Figure 1. Metal 1 (run 1).
The bar under the picture is 20 microns long.
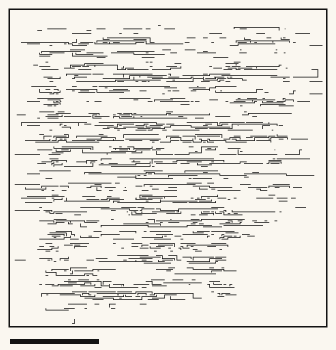
Figure 2. Metal 2 (run 1).
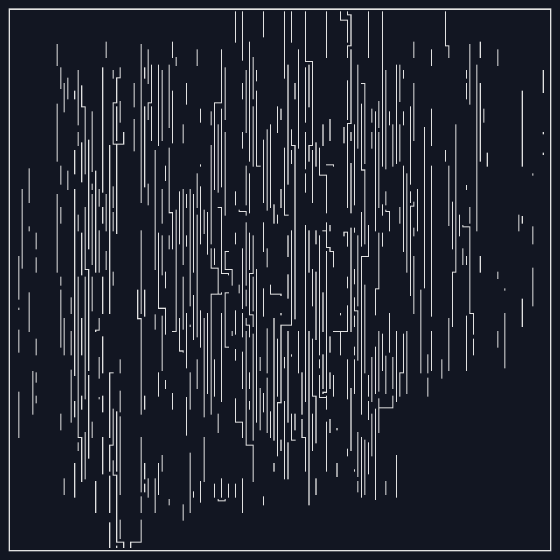
Figure 3. Metal 3 (run 1).
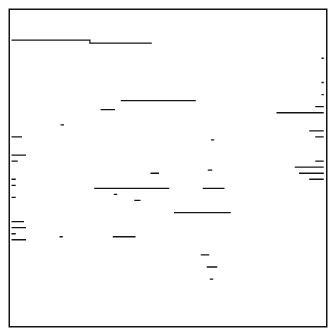
==> src/rtl/div_pkg.sv <==
// Shared definitions for the radix-2 restoring divider: state encoding,
// default operand width and iteration-counter sizing.
package div_pkg;

  localparam int unsigned DIV_WIDTH_DEF = 8;

  typedef enum logic [1:0] {
    ST_IDLE = 2'd0,
    ST_RUN  = 2'd1,
    ST_FIX  = 2'd2,
    ST_DONE = 2'd3
  } div_state_e;

  // Counter only has to reach WIDTH-1, so $clog2(WIDTH) bits suffice.
  function automatic int unsigned div_cnt_width(input int unsigned width);
    return (width < 2) ? 1 : $clog2(width);
  endfunction

endpackage : div_pkg

==> src/rtl/div_step.sv <==
// One combinational restoring-division iteration: shift {rem, q} left,
// trial-subtract the divisor magnitude and keep the result when non-negative.
module div_step #(
  parameter int unsigned WIDTH = 8
) (
  input  logic [WIDTH-1:0] rem_i,
  input  logic [WIDTH-1:0] q_i,
  input  logic [WIDTH-1:0] dvsr_i,
  output logic [WIDTH-1:0] rem_o,
  output logic [WIDTH-1:0] q_o
);

  logic [WIDTH:0] rem_sh;
  logic [WIDTH:0] trial;
  logic           fits;

  // rem < dvsr keeps the trial within +/-2^WIDTH, so its MSB is a valid sign.
  always_comb begin
    rem_sh = {rem_i, q_i[WIDTH-1]};
    trial  = rem_sh - {1'b0, dvsr_i};
    fits   = ~trial[WIDTH];
    rem_o  = fits ? trial[WIDTH-1:0] : rem_sh[WIDTH-1:0];
    q_o    = {q_i[WIDTH-2:0], fits};
  end

endmodule : div_step

==> src/rtl/restoring_divider.sv <==
// Sequential radix-2 restoring divider, one quotient bit per clock.
// Define DIV_SIGNED_EN for two's-complement operands (truncating division).
module restoring_divider
  import div_pkg::*;
#(
  parameter int unsigned WIDTH = DIV_WIDTH_DEF
) (
  input  logic             clk,
  input  logic             rst,
  input  logic             start,
  input  logic [WIDTH-1:0] dividend,
  input  logic [WIDTH-1:0] divisor,
  output logic             busy,
  output logic             done,
  output logic [WIDTH-1:0] quotient,
  output logic [WIDTH-1:0] remainder,
  output logic             div_zero
);

  localparam int unsigned CNT_W = div_cnt_width(WIDTH);

  if (WIDTH < 2) begin : g_width_check
    $error("restoring_divider: WIDTH must be at least 2");
  end

  div_state_e       state_q, state_d;
  logic [WIDTH-1:0] rem_q, rem_d;
  logic [WIDTH-1:0] q_q, q_d;
  logic [WIDTH-1:0] dvsr_q, dvsr_d;
  logic [CNT_W-1:0] cnt_q, cnt_d;
  logic             neg_q_q, neg_q_d;
  logic             neg_r_q, neg_r_d;
  logic             busy_q, busy_d;
  logic             done_q, done_d;
  logic [WIDTH-1:0] quot_q, quot_d;
  logic [WIDTH-1:0] remo_q, remo_d;
  logic             dz_q, dz_d;

  logic             sign_a, sign_b;
  logic [WIDTH-1:0] mag_a, mag_b;
  logic [WIDTH-1:0] step_rem, step_q;

  // Operand magnitudes and signs for the accepting edge.
  always_comb begin
`ifdef DIV_SIGNED_EN
    sign_a = dividend[WIDTH-1];
    sign_b = divisor[WIDTH-1];
    mag_a  = sign_a ? WIDTH'(-dividend) : dividend;
    mag_b  = sign_b ? WIDTH'(-divisor) : divisor;
`else
    sign_a = 1'b0;
    sign_b = 1'b0;
    mag_a  = dividend;
    mag_b  = divisor;
`endif
  end

  div_step #(
    .WIDTH (WIDTH)
  ) u_step (
    .rem_i  (rem_q),
    .q_i    (q_q),
    .dvsr_i (dvsr_q),
    .rem_o  (step_rem),
    .q_o    (step_q)
  );

  // Next-state and datapath control.
  always_comb begin
    state_d = state_q;
    rem_d   = rem_q;
    q_d     = q_q;
    dvsr_d  = dvsr_q;
    cnt_d   = cnt_q;
    neg_q_d = neg_q_q;
    neg_r_d = neg_r_q;
    busy_d  = busy_q;
    done_d  = done_q;
    quot_d  = quot_q;
    remo_d  = remo_q;
    dz_d    = dz_q;

    unique case (state_q)
      ST_IDLE, ST_DONE: begin
        if (start) begin
          done_d  = 1'b0;
          neg_q_d = sign_a ^ sign_b;
          neg_r_d = sign_a;
          dvsr_d  = mag_b;
          if (divisor != '0) begin
            rem_d   = '0;
            q_d     = mag_a;
            cnt_d   = '0;
            busy_d  = 1'b1;
            state_d = ST_RUN;
          end else begin
            quot_d  = '1;
            remo_d  = dividend;
            dz_d    = 1'b1;
            done_d  = 1'b1;
            state_d = ST_DONE;
          end
        end
      end
      ST_RUN: begin
        rem_d = step_rem;
        q_d   = step_q;
        cnt_d = cnt_q + CNT_W'(1);
        if (cnt_q == CNT_W'(WIDTH - 1)) begin
          state_d = ST_FIX;
        end
      end
      ST_FIX: begin
        // Truncating division: remainder follows the dividend's sign.
        quot_d  = neg_q_q ? WIDTH'(-q_q) : q_q;
        remo_d  = neg_r_q ? WIDTH'(-rem_q) : rem_q;
        dz_d    = 1'b0;
        busy_d  = 1'b0;
        done_d  = 1'b1;
        state_d = ST_DONE;
      end
      default: begin
        state_d = ST_IDLE;
      end
    endcase
  end

  // State and output registers.
  always_ff @(posedge clk) begin
    if (rst) begin
      state_q <= ST_IDLE;
      rem_q   <= '0;
      q_q     <= '0;
      dvsr_q  <= '0;
      cnt_q   <= '0;
      neg_q_q <= 1'b0;
      neg_r_q <= 1'b0;
      busy_q  <= 1'b0;
      done_q  <= 1'b0;
      quot_q  <= '0;
      remo_q  <= '0;
      dz_q    <= 1'b0;
    end else begin
      state_q <= state_d;
      rem_q   <= rem_d;
      q_q     <= q_d;
      dvsr_q  <= dvsr_d;
      cnt_q   <= cnt_d;
      neg_q_q <= neg_q_d;
      neg_r_q <= neg_r_d;
      busy_q  <= busy_d;
      done_q  <= done_d;
      quot_q  <= quot_d;
      remo_q  <= remo_d;
      dz_q    <= dz_d;
    end
  end

  assign busy      = busy_q;
  assign done      = done_q;
  assign quotient  = quot_q;
  assign remainder = remo_q;
  assign div_zero  = dz_q;

endmodule : restoring_divider

==> config.mk <==
export PLATFORM = sky130hd
export DESIGN_NAME = restoring_divider
export DESIGN_NICKNAME = d
export VERILOG_FILES = /design/src/rtl/div_pkg.sv /design/src/rtl/div_step.sv /design/src/rtl/restoring_divider.sv
export SDC_FILE = /design/constraint.sdc
export NUM_CORES = 1
export LEC_CHECK = 0
export ABC_CLOCK_PERIOD_IN_PS = 2770
export CORE_MARGIN = 2
export CORE_UTILIZATION = 56
export CTS_BUF_LIST = sky130_fd_sc_hd__clkbuf_4 sky130_fd_sc_hd__clkbuf_8
export DETAILED_ROUTE_END_ITERATION = 8
export PLACE_DENSITY_LB_ADDON = 0.3
export SETUP_SLACK_MARGIN = 0.02
export SYNTH_ARGS = -nofsm -noshare
export SYNTH_HDL_FRONTEND = slang
export SYNTH_SLANG_ARGS = --single-unit
==> constraint.sdc <==
create_clock -name clk -period 2.77 [get_ports clk]
set_input_delay 0.277 -clock clk [delete_from_list [all_inputs] [get_ports clk]]
set_output_delay 0.277 -clock clk [all_outputs]
set_load 0.005 [all_outputs]
==> reports/metrics.cfg, run 1 <==
[timing]
fin_setup_tns_ns = 0
finalHoldWorstSlack_ns = 0.461
finalCritPeriodShare = 0.882
rsz0062_at_grt = no
max-slew-margin-rel = 0.693
worstMarginPinSlew_ns = 0.459

[die]
die_y_microns = 71.0
core_area_sq_um = 4350
die-area_sq_um = 5050
placementRows = 24
io_pins = 38

[critical_path]
crit_family = adder cells
reg2regPathDepth = 9
cp.depth = 9
critPathKind = reg2reg
end_kind = flop
r2r_end = rem_q[7]$_SDFFE_PP0P_
startpoint_type = flop
slowest_delay_ns = 0.40
cp.buffers_inverters = 1
cp_max_fo = 3
rrSetupSlack_ns = 0.33

[layout]
final_nets = 359
inv_count = 23
logic_area_sq_um = 1400
stdcell_count = 379
bufAreaShareNonClock = 0.136
clkbuf_count = 6
regArea_sq_um = 961
final_cell_mix = dfxtp_1 (48), clkdlybuf4s50_1 (37), nand2_1 (34)
areaGrowthSynthToFinish_pct = 21.0
largest_class = multi-input combinational cells
lay_top_count = dfxtp_1
utilization = 0.699

[power_and_ir_drop]
power_density_nw_per_um2 = 1270
maxPowerGroup = combinational logic
p_clk_frac = 0.137
p_sw_frac = 0.424
internal_power_uw = 2230
seqPwrFrac = 0.280
powerSeq_uw = 1080
leakagePower_uw = 0.00112

[synth]
ys_cells = 291
ys_sh_adder = 0.0726
edf_count = 0
synth_area_leader_cell = dfxtp_1
syn_area_per_cell_sq_um = 8.65
ys_area_sq_um = 2520

[clocking]
root_buffer = clkbuf_8
cts_tree = done
clock_path_buffers = 2

[route]
wl_met1_mm = 2.44
wl_met3_microns = 149
postRouteAntennaNets = 0

[min_path]
hold_end = dvsr_q[3]$_SDFFE_PP0P_
hold_path_class = reg2reg
hp-start = dvsr_q[3]$_SDFFE_PP0P_

[flow_run]
cap_viol_max_count = 0

[run_status]
status = complete, no violations

[grt]
grt_max_degree = 33
overflow = 0

Notes on Figure 1 above:
wire length on this layer	2440 microns
main direction	horizontal
share of all routed wire	46%

Notes on Figure 2 above:
main direction	vertical
nets with wire on the layer	297
share of all routed wire	48%
longest straight run	24.5 microns
wire length on this layer	2580 microns

Notes on Figure 3 above:
share of all routed wire	2.8%
longest straight run	17.5 microns
wire length on this layer	149 microns
nets with wire on the layer	30
GR met3 Demand/Resource: 0.0470
DR vias: 2150
WL final: 5.34 mm

==> run 2, diff against run 1 <==
--- a/config.mk
+++ b/config.mk
@@ -6,7 +6,6 @@
 export NUM_CORES = 1
 export LEC_CHECK = 0
 export ABC_CLOCK_PERIOD_IN_PS = 2770
-export CORE_MARGIN = 2
 export CORE_UTILIZATION = 56
 export CTS_BUF_LIST = sky130_fd_sc_hd__clkbuf_4 sky130_fd_sc_hd__clkbuf_8
 export DETAILED_ROUTE_END_ITERATION = 8
==> run 2 against run 1 <==
Against the previous run:
- combinational power about the same
- total power is 1.8% higher
- via count increased by 1.7%
- largest cell class unchanged
- global-route usage increased by 1.9 points
- sequential power about the same
- count of clock-buffer cells in the layout shrank 1
- largest power group unchanged
- critical endpoint is now rem_q[4]$_SDFFE_PP0P_
- clock skew up 0.0032 ns
- synthesized cell count stayed put
- highest routed layer unchanged
==> reports/metrics.cfg, run 2 <==
[run_status]
status = complete, no violations

[layout]
inv_count = 23
drive_above_1_share = 0.0826
areaGrowthSynthToFinish_pct = 21.7
final_nets = 359
bufAreaShareNonClock = 0.136
final_cell_mix = dfxtp_1 (48), clkdlybuf4s50_1 (37), nand2_1 (34)
logic_area_sq_um = 1400
largest_class = multi-input combinational cells
clkbuf_count = 5
utilization = 0.708
lay_top_count = dfxtp_1

[route]
routed.top_layer = met4
postRouteAntennaNets = 0
wl_met1_mm = 2.42
wl_met3_microns = 194

[power_and_ir_drop]
p_clk_uw = 614
p_sw_frac = 0.417
power_density_nw_per_um2 = 1290
leakagePower_uw = 0.00113
seqPwrFrac = 0.275
maxPowerGroup = combinational logic
p_clk_frac = 0.156
internal_power_uw = 2300
irDropWorstVdd_mv = 0.744
powerSeq_uw = 1080

[timing]
max-slew-margin-rel = 0.696
worstMarginPinSlew_ns = 0.454
rsz0062_at_grt = no
fin_setup_tns_ns = 0
finalHoldWorstSlack_ns = 0.460
finalCritPeriodShare = 0.896

[critical_path]
startpoint_type = flop
cp_max_fo = 9
critPathKind = reg2reg
rrSetupSlack_ns = 0.29
r2r_end = rem_q[4]$_SDFFE_PP0P_
cp.depth = 9
slowest_delay_ns = 0.40
crit_family = adder cells
reg2regPathDepth = 9

[grt]
grt_usage = 0.244
overflow = 0
grt_max_degree = 33

[synth]
syn_area_per_cell_sq_um = 8.65
syn_inst = 291
ys_sh_adder = 0.0726
ys_cells = 291
ys_area_sq_um = 2520
edf_count = 0
yosysTopAreaCellShare = 0.382
synth_flops = 48

[die]
io_pins = 38
die-area_sq_um = 4770
tap_cells = 52
placementRows = 24
die_y_microns = 69.0
core_area_sq_um = 4320

[place]
gp_congestion = 0.886
dpl_cell_area_sq_um = 2920

[clocking]
root_buffer = clkbuf_8
clock_path_buffers = 2
cts_tree = done
post_cts_resized = 0

[min_path]
hp-start = dvsr_q[3]$_SDFFE_PP0P_
hold_end = dvsr_q[3]$_SDFFE_PP0P_

[flow_run]
cap_viol_max_count = 0

Figure 4. Metal 2 (run 2).
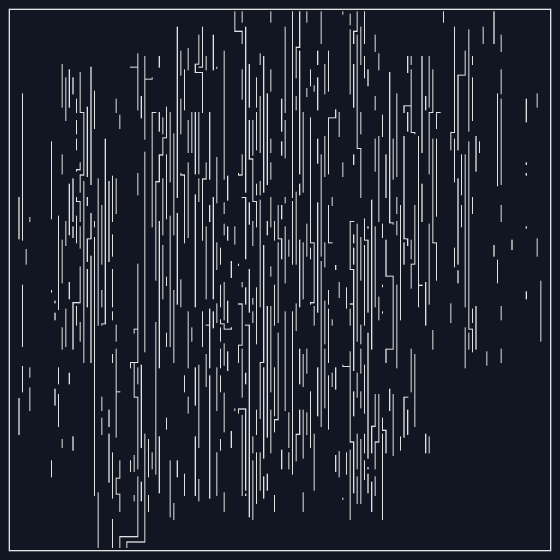
longest straight run	33.0 microns
wire length on this layer	2670 microns
main direction	vertical
nets with wire on the layer	305
WL final: 5.41 mm
DR vias: 2187

Power figures rest on the tool's default switching activity, not on a simulated workload.
